<file path="config.mk">
export PLATFORM = sky130hd
export DESIGN_NAME = axi_cmd_arbiter_flat
export DESIGN_NICKNAME = d
export VERILOG_FILES = /design/src/rtl/axi_cmd_arbiter_if.sv /design/src/rtl/axi_cmd_arbiter.sv /design/src/flat_wrapper.sv
export SDC_FILE = /design/constraint.sdc
export NUM_CORES = 1
export LEC_CHECK = 0
export CAP_MARGIN = 10
export CORE_MARGIN = 3
export CORE_UTILIZATION = 30
export DETAILED_ROUTE_END_ITERATION = 8
export PLACE_DENSITY = 0.74
export SLEW_MARGIN = 40
export SYNTH_ARGS = -nofsm -noshare
export SYNTH_HDL_FRONTEND = slang
export SYNTH_SLANG_ARGS = --single-unit
</file>
<file path="constraint.sdc">
create_clock -name clk -period 4.35 [get_ports clk]
set_clock_uncertainty 0.15 [all_clocks]
set_input_delay 1.0875 -clock clk [delete_from_list [all_inputs] [get_ports clk]]
set_output_delay 1.0875 -clock clk [all_outputs]
set_load 0.03 [all_outputs]
</file>
<file path="src/rtl/axi_cmd_arbiter_if.sv">
// Interface bundle for the AXI address-channel command arbiter: AW/AR request channels,
// the registered command stage toward the DDR2 scheduler, and completion/occupancy signals.
interface axi_cmd_arbiter_if #(
   parameter int ADDR_WIDTH      = 32,
   parameter int ID_WIDTH        = 4,
   parameter int ADDR_LEN        = 4,
   parameter int MAX_OUTSTANDING = 4
) ();
   localparam int CNT_WIDTH = $clog2(MAX_OUTSTANDING + 1);

   logic                  aw_avalid;
   logic [ID_WIDTH-1:0]   aw_aid;
   logic [ADDR_WIDTH-1:0] aw_aaddr;
   logic [ADDR_LEN-1:0]   aw_alen;
   logic [2:0]            aw_asize;
   logic [1:0]            aw_aburst;
   logic                  aw_aready;

   logic                  ar_avalid;
   logic [ID_WIDTH-1:0]   ar_aid;
   logic [ADDR_WIDTH-1:0] ar_aaddr;
   logic [ADDR_LEN-1:0]   ar_alen;
   logic [2:0]            ar_asize;
   logic [1:0]            ar_aburst;
   logic                  ar_aready;

   logic                  cmd_valid;
   logic                  cmd_ready;
   logic                  cmd_write;
   logic [ID_WIDTH-1:0]   cmd_id;
   logic [ADDR_WIDTH-1:0] cmd_addr;
   logic [ADDR_LEN-1:0]   cmd_len;
   logic [2:0]            cmd_size;
   logic [1:0]            cmd_burst;

   logic                  wr_done;
   logic                  rd_done;
   logic [CNT_WIDTH-1:0]  wr_outstanding;
   logic [CNT_WIDTH-1:0]  rd_outstanding;

   // The arbiter side: accepts AXI address requests, drives the command stage.
   modport slave (
      input  aw_avalid, aw_aid, aw_aaddr, aw_alen, aw_asize, aw_aburst,
      output aw_aready,
      input  ar_avalid, ar_aid, ar_aaddr, ar_alen, ar_asize, ar_aburst,
      output ar_aready,
      output cmd_valid, cmd_write, cmd_id, cmd_addr, cmd_len, cmd_size, cmd_burst,
      input  cmd_ready,
      input  wr_done, rd_done,
      output wr_outstanding, rd_outstanding
   );

   // The environment side: AXI master plus the DDR2 scheduler and completion logic.
   modport master (
      output aw_avalid, aw_aid, aw_aaddr, aw_alen, aw_asize, aw_aburst,
      input  aw_aready,
      output ar_avalid, ar_aid, ar_aaddr, ar_alen, ar_asize, ar_aburst,
      input  ar_aready,
      input  cmd_valid, cmd_write, cmd_id, cmd_addr, cmd_len, cmd_size, cmd_burst,
      output cmd_ready,
      output wr_done, rd_done,
      input  wr_outstanding, rd_outstanding
   );
endinterface

</file>
<file path="src/rtl/axi_cmd_arbiter.sv">
// Arbitrates AXI AW and AR address requests onto one registered DDR2 command stage,
// with read priority, a bounded read streak, and per-direction outstanding limits.
module axi_cmd_arbiter #(
   parameter int ADDR_WIDTH      = 32,
   parameter int ID_WIDTH        = 4,
   parameter int ADDR_LEN        = 4,
   parameter int MAX_OUTSTANDING = 4,
   parameter int RD_STREAK_MAX   = 4
) (
   input logic              clk,
   input logic              rst,
   axi_cmd_arbiter_if.slave bus
);
   localparam int CNT_WIDTH    = $clog2(MAX_OUTSTANDING + 1);
   localparam int STREAK_WIDTH = $clog2(RD_STREAK_MAX + 1);
   localparam logic [CNT_WIDTH-1:0]    CNT_MAX    = CNT_WIDTH'(MAX_OUTSTANDING);
   localparam logic [STREAK_WIDTH-1:0] STREAK_MAX = STREAK_WIDTH'(RD_STREAK_MAX);

   typedef enum logic [1:0] {
      GRANT_NONE,
      GRANT_RD,
      GRANT_WR
   } grant_t;

   logic                    r_cmdValid;
   logic                    r_cmdWrite;
   logic [ID_WIDTH-1:0]     r_cmdId;
   logic [ADDR_WIDTH-1:0]   r_cmdAddr;
   logic [ADDR_LEN-1:0]     r_cmdLen;
   logic [2:0]              r_cmdSize;
   logic [1:0]              r_cmdBurst;
   logic [CNT_WIDTH-1:0]    r_wrOut;
   logic [CNT_WIDTH-1:0]    r_rdOut;
   logic [STREAK_WIDTH-1:0] r_streak;

   logic                    w_loadEn;
   logic                    w_wrElig;
   logic                    w_rdElig;
   grant_t                  w_grant;
   logic                    w_awHs;
   logic                    w_arHs;
   logic                    w_wrDec;
   logic                    w_rdDec;
   logic [CNT_WIDTH-1:0]    w_wrOutNext;
   logic [CNT_WIDTH-1:0]    w_rdOutNext;
   logic [STREAK_WIDTH-1:0] w_streakNext;

   // Eligibility uses registered counts, so a completion never unblocks its own cycle.
   always_comb begin
      w_loadEn = !r_cmdValid || bus.cmd_ready;
      w_wrElig = bus.aw_avalid && (r_wrOut < CNT_MAX);
      w_rdElig = bus.ar_avalid && (r_rdOut < CNT_MAX);
   end

   always_comb begin
      w_grant = GRANT_NONE;
      if (w_loadEn && !rst) begin
         if (w_rdElig && w_wrElig) begin
            w_grant = (r_streak == STREAK_MAX) ? GRANT_WR : GRANT_RD;
         end else if (w_rdElig) begin
            w_grant = GRANT_RD;
         end else if (w_wrElig) begin
            w_grant = GRANT_WR;
         end
      end
   end

   assign w_awHs        = (w_grant == GRANT_WR);
   assign w_arHs        = (w_grant == GRANT_RD);
   assign bus.aw_aready = w_awHs;
   assign bus.ar_aready = w_arHs;

   // The streak only grows while a write is actually competing; a full write side freezes it.
   always_comb begin
      w_streakNext = r_streak;
      case (w_grant)
         GRANT_WR: w_streakNext = '0;
         GRANT_RD: begin
            if (!bus.aw_avalid) begin
               w_streakNext = '0;
            end else if (w_wrElig && (r_streak != STREAK_MAX)) begin
               w_streakNext = r_streak + 1'b1;
            end
         end
         default: w_streakNext = r_streak;
      endcase
   end

   always_comb begin
      w_wrDec     = bus.wr_done && (r_wrOut != '0);
      w_rdDec     = bus.rd_done && (r_rdOut != '0);
      w_wrOutNext = r_wrOut;
      w_rdOutNext = r_rdOut;
      case ({w_awHs, w_wrDec})
         2'b10:   w_wrOutNext = r_wrOut + 1'b1;
         2'b01:   w_wrOutNext = r_wrOut - 1'b1;
         default: w_wrOutNext = r_wrOut;
      endcase
      case ({w_arHs, w_rdDec})
         2'b10:   w_rdOutNext = r_rdOut + 1'b1;
         2'b01:   w_rdOutNext = r_rdOut - 1'b1;
         default: w_rdOutNext = r_rdOut;
      endcase
   end

   always_ff @(posedge clk) begin
      if (rst) begin
         r_wrOut  <= '0;
         r_rdOut  <= '0;
         r_streak <= '0;
      end else begin
         r_wrOut  <= w_wrOutNext;
         r_rdOut  <= w_rdOutNext;
         r_streak <= w_streakNext;
      end
   end

   // Command stage refills in the cycle it drains; it is frozen while the scheduler stalls.
   always_ff @(posedge clk) begin
      if (rst) begin
         r_cmdValid <= 1'b0;
         r_cmdWrite <= 1'b0;
         r_cmdId    <= '0;
         r_cmdAddr  <= '0;
         r_cmdLen   <= '0;
         r_cmdSize  <= '0;
         r_cmdBurst <= '0;
      end else if (w_loadEn) begin
         case (w_grant)
            GRANT_WR: begin
               r_cmdValid <= 1'b1;
               r_cmdWrite <= 1'b1;
               r_cmdId    <= bus.aw_aid;
               r_cmdAddr  <= bus.aw_aaddr;
               r_cmdLen   <= bus.aw_alen;
               r_cmdSize  <= bus.aw_asize;
               r_cmdBurst <= bus.aw_aburst;
            end
            GRANT_RD: begin
               r_cmdValid <= 1'b1;
               r_cmdWrite <= 1'b0;
               r_cmdId    <= bus.ar_aid;
               r_cmdAddr  <= bus.ar_aaddr;
               r_cmdLen   <= bus.ar_alen;
               r_cmdSize  <= bus.ar_asize;
               r_cmdBurst <= bus.ar_aburst;
            end
            default: r_cmdValid <= 1'b0;
         endcase
      end
   end

   assign bus.cmd_valid      = r_cmdValid;
   assign bus.cmd_write      = r_cmdWrite;
   assign bus.cmd_id         = r_cmdId;
   assign bus.cmd_addr       = r_cmdAddr;
   assign bus.cmd_len        = r_cmdLen;
   assign bus.cmd_size       = r_cmdSize;
   assign bus.cmd_burst      = r_cmdBurst;
   assign bus.wr_outstanding = r_wrOut;
   assign bus.rd_outstanding = r_rdOut;

`ifndef SYNTHESIS
   // A completion with nothing in flight means the upstream response logic is broken.
   wrDoneAtZero : assert property (@(posedge clk) disable iff (rst) !(bus.wr_done && (r_wrOut == '0)));
   rdDoneAtZero : assert property (@(posedge clk) disable iff (rst) !(bus.rd_done && (r_rdOut == '0)));
   oneReady     : assert property (@(posedge clk) !(bus.aw_aready && bus.ar_aready));
`endif

endmodule

</file>
<file path="src/flat_wrapper.sv">
// flat-port wrapper written by rule: the top's interface ports become plain ports
module axi_cmd_arbiter_flat 
#(
   parameter int ADDR_WIDTH      = 32,
   parameter int ID_WIDTH        = 4,
   parameter int ADDR_LEN        = 4,
   parameter int MAX_OUTSTANDING = 4,
   parameter int RD_STREAK_MAX   = 4
)
  (clk, rst, bus_aw_avalid, bus_aw_aid, bus_aw_aaddr, bus_aw_alen, bus_aw_asize, bus_aw_aburst, bus_aw_aready, bus_ar_avalid, bus_ar_aid, bus_ar_aaddr, bus_ar_alen, bus_ar_asize, bus_ar_aburst, bus_ar_aready, bus_cmd_valid, bus_cmd_write, bus_cmd_id, bus_cmd_addr, bus_cmd_len, bus_cmd_size, bus_cmd_burst, bus_cmd_ready, bus_wr_done, bus_rd_done, bus_wr_outstanding, bus_rd_outstanding);
  axi_cmd_arbiter_if #(.ADDR_WIDTH(ADDR_WIDTH), .ID_WIDTH(ID_WIDTH), .ADDR_LEN(ADDR_LEN), .MAX_OUTSTANDING(MAX_OUTSTANDING)) bus_i ();
  input logic clk;
  input logic rst;
  input wire logic [$bits(bus_i.aw_avalid)-1:0] bus_aw_avalid;
  input wire logic [$bits(bus_i.aw_aid)-1:0] bus_aw_aid;
  input wire logic [$bits(bus_i.aw_aaddr)-1:0] bus_aw_aaddr;
  input wire logic [$bits(bus_i.aw_alen)-1:0] bus_aw_alen;
  input wire logic [$bits(bus_i.aw_asize)-1:0] bus_aw_asize;
  input wire logic [$bits(bus_i.aw_aburst)-1:0] bus_aw_aburst;
  output wire logic [$bits(bus_i.aw_aready)-1:0] bus_aw_aready;
  input wire logic [$bits(bus_i.ar_avalid)-1:0] bus_ar_avalid;
  input wire logic [$bits(bus_i.ar_aid)-1:0] bus_ar_aid;
  input wire logic [$bits(bus_i.ar_aaddr)-1:0] bus_ar_aaddr;
  input wire logic [$bits(bus_i.ar_alen)-1:0] bus_ar_alen;
  input wire logic [$bits(bus_i.ar_asize)-1:0] bus_ar_asize;
  input wire logic [$bits(bus_i.ar_aburst)-1:0] bus_ar_aburst;
  output wire logic [$bits(bus_i.ar_aready)-1:0] bus_ar_aready;
  output wire logic [$bits(bus_i.cmd_valid)-1:0] bus_cmd_valid;
  output wire logic [$bits(bus_i.cmd_write)-1:0] bus_cmd_write;
  output wire logic [$bits(bus_i.cmd_id)-1:0] bus_cmd_id;
  output wire logic [$bits(bus_i.cmd_addr)-1:0] bus_cmd_addr;
  output wire logic [$bits(bus_i.cmd_len)-1:0] bus_cmd_len;
  output wire logic [$bits(bus_i.cmd_size)-1:0] bus_cmd_size;
  output wire logic [$bits(bus_i.cmd_burst)-1:0] bus_cmd_burst;
  input wire logic [$bits(bus_i.cmd_ready)-1:0] bus_cmd_ready;
  input wire logic [$bits(bus_i.wr_done)-1:0] bus_wr_done;
  input wire logic [$bits(bus_i.rd_done)-1:0] bus_rd_done;
  output wire logic [$bits(bus_i.wr_outstanding)-1:0] bus_wr_outstanding;
  output wire logic [$bits(bus_i.rd_outstanding)-1:0] bus_rd_outstanding;
  assign bus_i.aw_avalid = bus_aw_avalid;
  assign bus_i.aw_aid = bus_aw_aid;
  assign bus_i.aw_aaddr = bus_aw_aaddr;
  assign bus_i.aw_alen = bus_aw_alen;
  assign bus_i.aw_asize = bus_aw_asize;
  assign bus_i.aw_aburst = bus_aw_aburst;
  assign bus_aw_aready = bus_i.aw_aready;
  assign bus_i.ar_avalid = bus_ar_avalid;
  assign bus_i.ar_aid = bus_ar_aid;
  assign bus_i.ar_aaddr = bus_ar_aaddr;
  assign bus_i.ar_alen = bus_ar_alen;
  assign bus_i.ar_asize = bus_ar_asize;
  assign bus_i.ar_aburst = bus_ar_aburst;
  assign bus_ar_aready = bus_i.ar_aready;
  assign bus_cmd_valid = bus_i.cmd_valid;
  assign bus_cmd_write = bus_i.cmd_write;
  assign bus_cmd_id = bus_i.cmd_id;
  assign bus_cmd_addr = bus_i.cmd_addr;
  assign bus_cmd_len = bus_i.cmd_len;
  assign bus_cmd_size = bus_i.cmd_size;
  assign bus_cmd_burst = bus_i.cmd_burst;
  assign bus_i.cmd_ready = bus_cmd_ready;
  assign bus_i.wr_done = bus_wr_done;
  assign bus_i.rd_done = bus_rd_done;
  assign bus_wr_outstanding = bus_i.wr_outstanding;
  assign bus_rd_outstanding = bus_i.rd_outstanding;
  axi_cmd_arbiter #(.ADDR_WIDTH(ADDR_WIDTH), .ID_WIDTH(ID_WIDTH), .ADDR_LEN(ADDR_LEN), .MAX_OUTSTANDING(MAX_OUTSTANDING), .RD_STREAK_MAX(RD_STREAK_MAX)) u_core (.clk(clk), .rst(rst), .bus(bus_i));
endmodule
</file>
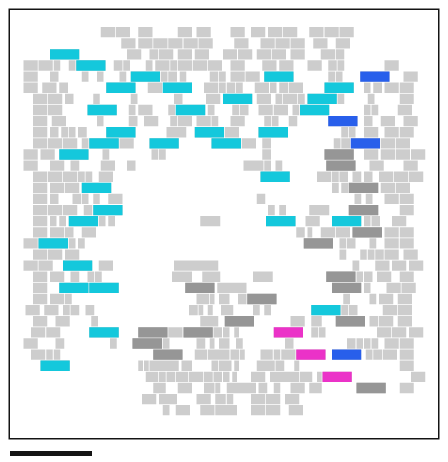
**Above:** run 1 (sequential cells coloured by netlist name).
Scale bar: 20 µm.
u_core.bus.cmd_len -> blue  # placed flops 4
u_core.bus.cmd_addr -> cyan  # placed flops 32
u_core.bus.rd_outstanding -> magenta  # placed flops 3
fraction of the core area covered by cells at the end of the flow: 0.486
combined flip-flop and latch cell area: 1120 µm²
flip-flop and latch share of the layout cell area: 0.246
power of the sequential group: 0.629 mW

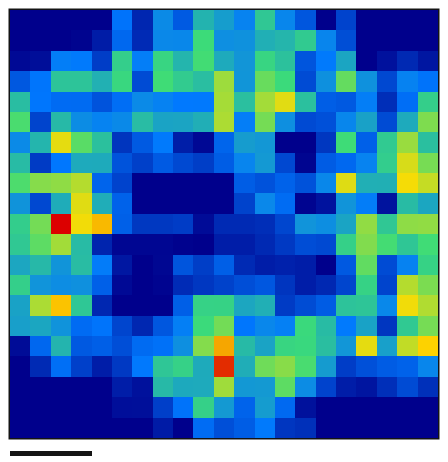
**Above:** run 1 (routed metal per tile).
Scale bar: 20 µm. 21 x 21 tiles, from dark blue (low) to red (high), scaled to the fullest tile. Values are wire area over tile area, all layers added.
emptiest ninth of the die = centre
mean over tiles = 0.12
nearly empty tiles = 18%
overall global routing resource usage: 0.143
WL final: 8140 µm
routed via count: 2871
WL/cell: 13.9 µm

==> design notes, run 1 <==
The run finished with clean final reports. The later-pin clock latency in the skew report was 0.29 ns; the post-synthesis to final-layout area growth was 55.8%. Counting instances, the worst hold path has a depth of 2.

The highest clock rate this design can be run at is 0.259 GHz. The tools report the violation tally from detailed-route iteration zero as 70. Setup slack on the critical path of the routed design comes to 0.496 ns.

In the synthesis report, Yosys lists the chip area as 2920 µm². The leakage component of the power was reported as 1.57 nW. The maximum fanout along the worst path is 5, and the proportion of layout cells with a drive suffix above 1 is 0.0351.

The net count of the mapped netlist was 432; the clock buffer count from CTS was 5. After clock tree synthesis, the flow added hold-fix buffers numbering 0. STA classifies the critical path startpoint as an input port. The share of the clock period used by the worst path works out to 0.886. The run gives 56 for the number of synthesized register bits.

In this run the number of H-tree levels came out at 2. Post-synth tally of flip-flops with integrated enable: 0. Counting along the longest clock path gives a buffer depth of 2. The via count of the first global-routing pass is 2753, and the final critical path time including I/O delays and setup is 3.85 ns. The max-slew violation count is 0, and the setup-violating endpoint count in the final report is 0. The overall die size recorded for this design is 11000 µm².

According to the timing report, the data required time at the worst endpoint equals 3.11 ns. Kind of path behind the tightest hold check: flop to flop. For this run the detailed placement stage logged an HPWL of 5800 µm. The first detailed-routing pass took 4 iterations. Per the post-synthesis report, the number of cells in the design is 327. Total power normalized to cell area comes to 365 nW/µm². Looking at the post-CTS report, the setup buffer insertion count equals 0. The post-layout net count came out at 562. The number of antenna violations at the first check in global routing was 0. The main area contributors are sky130_fd_sc_hd__dfxtp_1 (38%), sky130_fd_sc_hd__mux2i_1 (16%), sky130_fd_sc_hd__or3_1 (10%), sky130_fd_sc_hd__a21oi_1 (8.4%), sky130_fd_sc_hd__o21ai_0 (8.4%). The logs give 0.312 for the initial cell density of the core and 0 ns for the sum of negative setup slack.

The tool warning count for the run is 28. With the count of unique library cells instantiated by Yosys at 31, the number of clock sinks is 56. The OpenROAD report gives the critical path a data arrival time of 2.62 ns. The largest total area in the synthesized netlist belongs to sky130_fd_sc_hd__dfxtp_1. The run gives 13300 µm as the wire length of the first global-routing pass. The worst flop-to-flop path startpoint was u_core.r_streak[0].

The horizontal die dimension was 105 µm; the number of port buffers was 151. The run gives 0 as the count of maximum capacitance violations. The capture point of the worst register-to-register path is recorded as u_core.bus.rd_outstanding[2]. Logged for this run, the post-placement worst setup slack is 0.526 ns. For the worst flop-to-flop path, the logic depth is 11. The core region is 9370 µm². The final antenna diode tally reported by the flow is 0.

Total standard cell area after synthesis: 2920 µm². The remaining global-route overflow came out at 0. The worst VDD IR drop from the latest analysis is 0.200 mV. TritonCTS built the clock tree. Clock-pin slew was measured on the worst setup and hold paths at 0.09 ns. The run gives 0.384 for the fraction of the yosys area taken by sequential cells. The logs give 0 for the count of synthesis-stage warnings from yosys and 0.520 for the worst-case headroom to the max-slew limit. Height of the die: 105 µm. The tools report the endpoint kind of the worst setup timing path as an output port. For the I/O pin total, the log shows 152. The worst hold path begins at u_core.bus.cmd_len[1]. The run gives 0 for the share of synthesized registers carrying an async set or reset. The average instance area after synthesis works out to 8.94 µm².

Worst hold endpoint: u_core.bus.cmd_len[1]. Per the detail_route report, DRC violations left total 0. The critical path in this run is classified as input port to output port.

Hold-check failures listed in the final report amount to 0. The routed design shows a via density per instance of 4.91. The tools report the number of cells upsized or downsized after cts as 0. Area share of the largest cell type after synthesis: 0.384. Number of cell instances after yosys synthesis: 327. For this run, the leading register cell type out of synthesis is sky130_fd_sc_hd__dfxtp_1.

Setup repair after global routing left no endpoint under its margin. The tools report the clock root buffer as sky130_fd_sc_hd__clkbuf_8. The layout has 928 filler cells. The slew of the pin with the lowest slew margin was 0.720 ns; the setup slack on the worst flop-to-flop path was 1.61 ns. RePlAce ended its routability-driven mode at a weighted congestion of 0.731.

The run gives 94 for the pin count of the biggest net entering global routing. The final antenna-violating net count was 0.
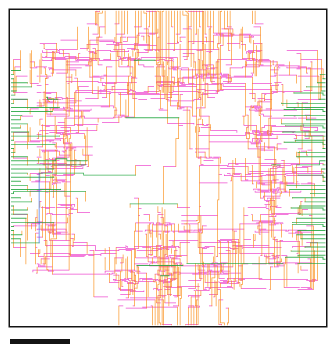
**Above:** run 1 (wiring by layer).
Scale bar: 20 µm.
metal 4 -> blue  # wire length 23.1 µm
metal 1 -> magenta  # wire length 3320 µm
metal 2 -> orange  # wire length 3970 µm
metal 3 -> green  # wire length 825 µm

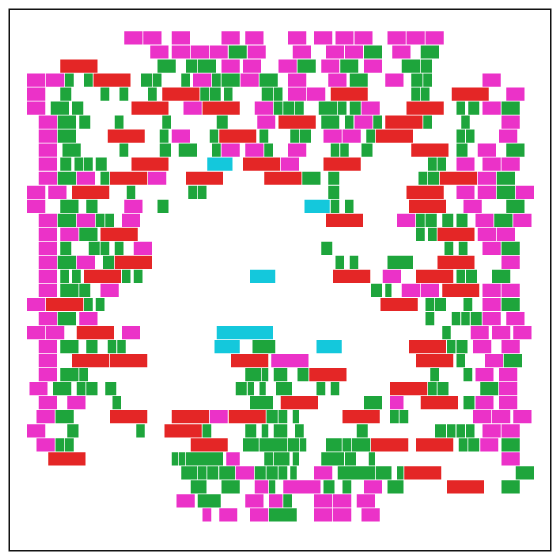
**Above:** run 1 (cells coloured by class).
flops -> red  # cells 56, share of their area 26%
combinational and other logic -> green  # cells 239, share of their area 37%
other buffers and delay cells -> magenta  # cells 155, share of their area 35%
clock drivers and dummy loads -> cyan  # cells 6, share of their area 2.3%
post-route design area: 4550 µm²
placement row count: 35

-- run 1: worst max path at each step --
stage,start,to
6_report,bus_aw_avalid,bus_ar_aready
4_1_cts,bus_aw_avalid,bus_ar_aready
3_3_place_gp,bus_aw_avalid,bus_ar_aready
5_1_grt,bus_aw_avalid,bus_ar_aready
2_1_floorplan,bus_cmd_ready,u_core.bus.rd_outstanding[2]
3_5_place_dp,bus_aw_avalid,bus_ar_aready
-- run 1: worst max-delay path: stages --
cell and delay [ns]:
sky130_fd_sc_hd__clkdlybuf4s50_1 0.47, sky130_fd_sc_hd__nor2b_1 0.29, sky130_fd_sc_hd__nand3_1 0.16, sky130_fd_sc_hd__and3_1 0.20
sky130_fd_sc_hd__ha_2 0.22, sky130_fd_sc_hd__buf_4 0.18
-- run 1: final cells by class --
class,count,area [µm²],area share
flip-flops and latches,56,1120,0.246
clock buffers,5,68.8,0.0151
repair buffers,155,1560,0.342
well taps,129,161,0.0354
inverters,5,18.8,0.00412
multi-input cells,234,1600,0.351
clock inverters,1,30.0,0.00660
-- run 1: Yosys cell counts, drive strengths merged, types with 3 or more instances --
master  count
a21oi      49
buf        11
clkbuf     21
dfxtp      56
ha          6
inv         5
mux2i      47
nand2       3
nand3       3
nor2        6
nor2b       4
o21ai      49
or3        48
-- run 1: cell families (layout without fill, tap and decap cells) --
family | count (synthesis) | count (layout) | share of synthesized area
AOI/OAI and AO/OA | 104 | 104 | 0.185
xor gates and xnor gates | 4 | 4 | 0.0120
adders and majority gates | 8 | 8 | 0.0394
buffers and inverters | 37 | 166 | 0.0719
DFF | 56 | 56 | 0.384
muxes | 47 | 47 | 0.161
and+or+nand+nor | 71 | 71 | 0.148
-- run 1: layer usage --
layer,up-vias,share of wire,track usage
met4,0,0.0028,0.0253
met2,109,0.49,0.247
met5,-,0,0
met3,2,0.10,0.0599
li1,1430,-,-
met1,1330,0.41,0.166
-- run 1: flip-flops by register name, indices dropped and copies added, names as in the netlist --
name,cells
u_core.bus.cmd_valid,1
u_core.bus.cmd_size,3
u_core.bus.cmd_burst,2
u_core.bus.cmd_addr,32
u_core.bus.cmd_len,4
u_core.r_streak,3
u_core.bus.cmd_id,4
u_core.bus.cmd_write,1
u_core.bus.rd_outstanding,3
u_core.bus.wr_outstanding,3
-- run 1: where the power goes --
part	leakage, nW	internal, mW	switching, mW
combinational	1.06	0.339	0.371
sequential	0.458	0.582	0.0462
clock	0.0501	0.166	0.156
-- run 1: stage by stage --
step	utilization	power [mW]	cell area, µm²	hold slack (ns)	std cells
after floorplan	-	1.07	2920	0.332	327
after global placement	0.475	1.33	4450	0.306	579
after detailed placement	0.475	1.35	4450	0.315	579
after CTS	0.486	1.68	4550	0.329	585
after global routing	0.486	1.77	4550	0.348	585
final	0.486	1.66	4550	0.325	585
-- run 1: cell usage in the layout (no fill, tap or decap), drive strengths merged, types with 2 or more instances in the layout --
master / instances
ha: 6
nand3: 3
o31a: 2
a21oi: 49
nor2: 6
and3: 2
nand2: 3
nand2b: 2
mux2i: 47
fa: 2
o21ai: 49
xnor2: 2
nor2b: 4
xor2: 2
dfxtp: 56
inv: 5
clkbuf: 5
or3: 48
buf: 7
clkdlybuf4s50: 148
==> run 2, diff against run 1 <==
--- a/config.mk
+++ b/config.mk
@@ -8,9 +8,10 @@
 export CAP_MARGIN = 10
 export CORE_MARGIN = 3
 export CORE_UTILIZATION = 30
+export CTS_BUF_LIST = sky130_fd_sc_hd__clkbuf_2 sky130_fd_sc_hd__clkbuf_4 sky130_fd_sc_hd__clkbuf_8
 export DETAILED_ROUTE_END_ITERATION = 8
 export PLACE_DENSITY = 0.74
-export SLEW_MARGIN = 40
+export SLEW_MARGIN = 10
 export SYNTH_ARGS = -nofsm -noshare
 export SYNTH_HDL_FRONTEND = slang
 export SYNTH_SLANG_ARGS = --single-unit
==> constraint.sdc (replaced) <==
create_clock -name clk -period 4.7 [get_ports clk]
set_clock_uncertainty 0.15 [all_clocks]
set_input_delay 1.175 -clock clk [delete_from_list [all_inputs] [get_ports clk]]
set_output_delay 1.175 -clock clk [all_outputs]
set_load 0.03 [all_outputs]
==> run 2 against run 1 <==
Worst setup slack improved by 0.24 ns. Utilization about the same. Critical path depth stayed put. Total power fell by 6.9%. Design area about the same. First-iteration DRC count down 23%. Area after synthesis did not move. Global-route usage fell by 0.34 points. Non-clock buffer count increased by 2. Largest cell class unchanged. Sequential power fell by 7.5%.
==> design notes, run 2 <==
Footprint of the multi-input gates: 1600 µm² (unchanged). The number of clock sinks came out at 56 (unchanged). The run gives 8040 µm (-1.3%) for the total detailed-routing wirelength.

TritonCTS built the clock tree. Leaving out fill and tap cells, the most frequent cell in the layout is sky130_fd_sc_hd__clkdlybuf4s50_1. The run gives 2 (unchanged) for the maximum number of buffers from clock root to sink.

The flip-flop count of the largest register, all copies and words added is 32 (unchanged), and the post-layout net count is 564 (+0.36%). In the post-synthesis netlist, the biggest area contributors are sky130_fd_sc_hd__dfxtp_1 (38%), sky130_fd_sc_hd__mux2i_1 (16%), sky130_fd_sc_hd__or3_1 (10%), sky130_fd_sc_hd__a21oi_1 (8.4%), sky130_fd_sc_hd__o21ai_0 (8.4%). The height of the die was 105 µm (unchanged); the number of synthesized register bits was 56 (unchanged). The run gives 432 (unchanged) for the net count of the mapped netlist. Area of all sequential standard cells: 1120 µm² (unchanged). The share of synthesized registers carrying an async set or reset was 0 (unchanged). With the leakage power summed over all cells at 1.58 nW (+0.60%), the slew of the pin with the lowest slew margin is 0.723 ns (+0.00301 ns).

The run gives 0.312 (unchanged) for the initial cell density of the core. The sum of negative setup slack was 0 ns (unchanged); the share of the clock period used by the worst path was 0.844. The endpoint kind of the worst setup timing path was an output port.

The worst-case reg-to-reg path depth works out to 13 (+2). The worst setup path is launched from an input port. The logs give 152 (unchanged) for the I/O pin total and 919 (-0.97%) for the filler cell count. The wire length of the first global-routing pass was 13000 µm (-2.6%); the final critical path time including I/O delays and setup was 3.97 ns. The startpoint identified for the worst register-to-register timing path is u_core.r_streak[0]. The count of maximum capacitance violations is 0 (unchanged), and the via count of the first global-routing pass is 2728 (-0.91%).

The run gives 0 (unchanged) for the final antenna-violating net count. The average instance area after synthesis was 8.94 µm² (unchanged); the post-synthesis to final-layout area growth was 55.9% (about the same). Ranking logic cells in the layout by count gives the top entries sky130_fd_sc_hd__clkdlybuf4s50_1 (148), sky130_fd_sc_hd__dfxtp_1 (56), sky130_fd_sc_hd__o21ai_0 (49), sky130_fd_sc_hd__a21oi_1 (49), sky130_fd_sc_hd__or3_1 (48). The tools report the worst ir drop on vdd as 0.128 mV (-36%). The violation tally from detailed-route iteration zero is 54 (-23%), and the fraction of the yosys area taken by sequential cells is 0.384 (unchanged).

Length of the first detailed-routing pass in iterations: 4 (unchanged). The total die size was 11000 µm² (unchanged); the clock buffer count from CTS was 5 (unchanged). The total count of hold-check failures in the final report was 0 (unchanged). The commonest cells after synthesis are sky130_fd_sc_hd__dfxtp_1 (56), sky130_fd_sc_hd__a21oi_1 (49), sky130_fd_sc_hd__o21ai_0 (49). The run gives 5840 µm (+0.68%) for the half-perimeter wire length after detailed placement. The tools report the area of the core region as 9370 µm² (unchanged). The tools report the number of cells upsized or downsized after cts as 0 (unchanged). The worst hold path belongs to the class flop to flop. The tools report the setup slack on the worst flop-to-flop path as 1.70 ns (+0.09 ns). With the post-CTS setup buffer count at 0 (unchanged), the arrival time reported for the critical path endpoint is 2.64 ns (+0.02 ns). The maximum fanout along the worst path came out at 5 (unchanged). With the OpenROAD warning count at 28 (unchanged), the endpoint required time on the critical path is 3.38 ns (+0.27 ns).

The run gives 0.0435 (+0.00839) for the proportion of layout cells with a drive suffix above 1. The area share of the largest cell type after synthesis was 0.384 (unchanged). Top cell type by total area after synthesis: sky130_fd_sc_hd__dfxtp_1.

Clock tree synthesis selected as its root buffer the cell sky130_fd_sc_hd__clkbuf_8. The total standard cell area after synthesis is 2920 µm² (unchanged). With the placement row count at 35 (unchanged), the setup-violating endpoint count in the final report is 0 (unchanged).

The run gives 2920 µm² (unchanged) for the synthesized chip area reported by yosys. The flow ran to the end, and the final reports show no timing, DRC or antenna violations. The worst hold margin was 0.327 ns (+0.00158 ns). Looking at hold timing, the worst path starts from u_core.bus.cmd_size[1]. Pin count of the biggest net entering global routing: 94 (unchanged). The worst hold endpoint was u_core.bus.cmd_size[1]. The most common cell in the synthesized netlist is sky130_fd_sc_hd__dfxtp_1.

For the cts-stage hold buffer count, the log shows 0 (unchanged). For the count of synthesis-stage warnings from yosys, the log shows 0 (unchanged). The commonest register cell is sky130_fd_sc_hd__dfxtp_1. With the number of antenna violations at the first check in global routing at 0 (unchanged), the max-slew violation count is 0 (unchanged). The run gives 327 (unchanged) for the number of cell instances after yosys synthesis.

The run gives 0 (unchanged) as the number of remaining DRC errors. Weighted congestion at the end of routability-driven global placement: 0.774 (+5.9%). The total placed instance area was 4440 µm² (-0.22%); the later-pin clock latency in the skew report was 0.30 ns (about the same). The run gives 0 (unchanged) for the total inserted antenna cells. Number of port buffers: 151 (unchanged). The post-CTS clock slew at the launch and capture registers of the worst setup and hold paths came out at 0.09 ns (about the same). Derived from the worst setup path, the maximum achievable clock frequency is 0.252 GHz. The maximum level of the CTS H-tree is 2 (unchanged), and the remaining global-route overflow is 0 (unchanged). The power density over cell area was 339 nW/µm² (-6.9%). The post-synthesis instance total came out at 327 (unchanged). By startpoint and endpoint, the worst setup path is classified as input port to output port. The run gives 0.518 (-0.00201) as the worst-case headroom to the max-slew limit. The post-synth tally of flip-flops with integrated enable came out at 0 (unchanged). Setup repair after global routing left no endpoint under its margin. The horizontal die dimension is 105 µm (unchanged).

With the number of vias per cell after detailed routing at 4.84 (-1.3%), the count of cells along the worst hold path is 2 (unchanged). The cell area after layout is 4560 µm² (about the same), and the count of unique library cells instantiated by Yosys is 31 (unchanged). The tools report the worst flop-to-flop path endpoint as u_core.bus.rd_outstanding[2].
[run 2: cell types whose count changed in the layout (fill, tap and decap cells not counted)]
cell,before,now
sky130_fd_sc_hd__buf_12,2,0
sky130_fd_sc_hd__buf_4,4,8
sky130_fd_sc_hd__clkbuf_4,0,1
sky130_fd_sc_hd__clkinv_2,0,1
[run 2: final cells by class]
| type | instances | area share |
|---|---|---|
| clock inverter | 2 | 0.00769 |
| timing repair buffer | 157 | 0.339 |
| tap | 129 | 0.0354 |
| multi-input combinational | 234 | 0.350 |
| clock buffer | 6 | 0.0168 |
| inverter | 5 | 0.00412 |
| sequential | 56 | 0.246 |
[run 2: power breakdown]
part / leakage [nW] / internal, mW / switching, mW
combinational: 1.07 / 0.310 / 0.339
sequential: 0.458 / 0.539 / 0.0428
clock: 0.0586 / 0.164 / 0.151
[run 2: logic make-up after synthesis]
| group | after synthesis | synth area share |
|---|---|---|
| simple gates | 71 | 0.148 |
| mux | 47 | 0.161 |
| flops | 56 | 0.384 |
| buf+inv | 37 | 0.0719 |
| compound gates | 104 | 0.185 |
| xor+xnor | 4 | 0.0120 |
| fa+ha+maj | 8 | 0.0394 |
[run 2: worst max path at each step]
stage,start,depth (start not counted),endpoint
after global routing,bus_aw_avalid,6,bus_ar_aready
final,bus_aw_avalid,6,bus_ar_aready
after global placement,bus_cmd_ready,12,u_core.bus.rd_outstanding[2]
after detailed placement,bus_cmd_ready,12,u_core.bus.rd_outstanding[2]
after CTS,bus_aw_avalid,6,bus_ar_aready
after floorplan,bus_cmd_ready,13,u_core.bus.rd_outstanding[2]
[run 2: layer usage]
metal	routed length [µm]	vias to the layer above	track usage
met3	736	9	0.0550
li1	-	1436	-
met2	3780	99	0.230
met4	78	0	0.0309
met5	0	-	0
met1	3440	1308	0.171
[run 2: stage by stage]
| stage | power (mW) | util | setup slack (ns) | instances |
|---|---|---|---|---|
| floorplan | 0.992 | - | 0.889 | 327 |
| global placement | 1.23 | 0.474 | 0.618 | 581 |
| detailed placement | 1.24 | 0.474 | 0.513 | 581 |
| CTS | 1.57 | 0.486 | 0.737 | 589 |
| global route | 1.63 | 0.486 | 0.614 | 589 |
| finish | 1.55 | 0.486 | 0.732 | 589 |
[run 2: critical path: stages]
cell	delay [ns]
sky130_fd_sc_hd__clkdlybuf4s50_1	0.47
sky130_fd_sc_hd__nor2b_1	0.29
sky130_fd_sc_hd__nand3_1	0.14
sky130_fd_sc_hd__and3_1	0.19
sky130_fd_sc_hd__ha_2	0.21
sky130_fd_sc_hd__buf_4	0.17
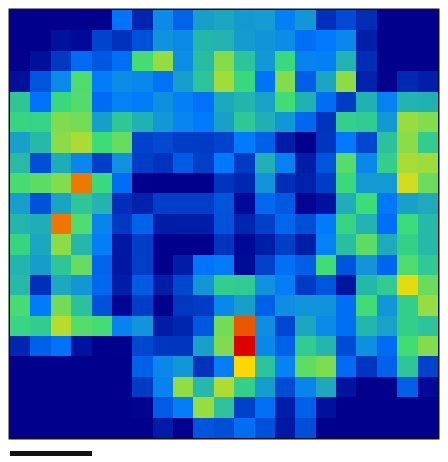
**Above:** run 2 (routed metal per tile).
Scale bar: 20 µm. 21 x 21 tiles, from dark blue (low) to red (high), scaled to the fullest tile. Values are wire area over tile area, all layers added.
fullest tile = 0.47
nearly empty tiles = 17%
mean over tiles = 0.12
tiles over half the peak = 12%
routed via count: 2852
WL/cell: 13.7 µm
overall global routing resource usage: 0.139

Power figures rest on the tool's default switching activity, not on a simulated workload.
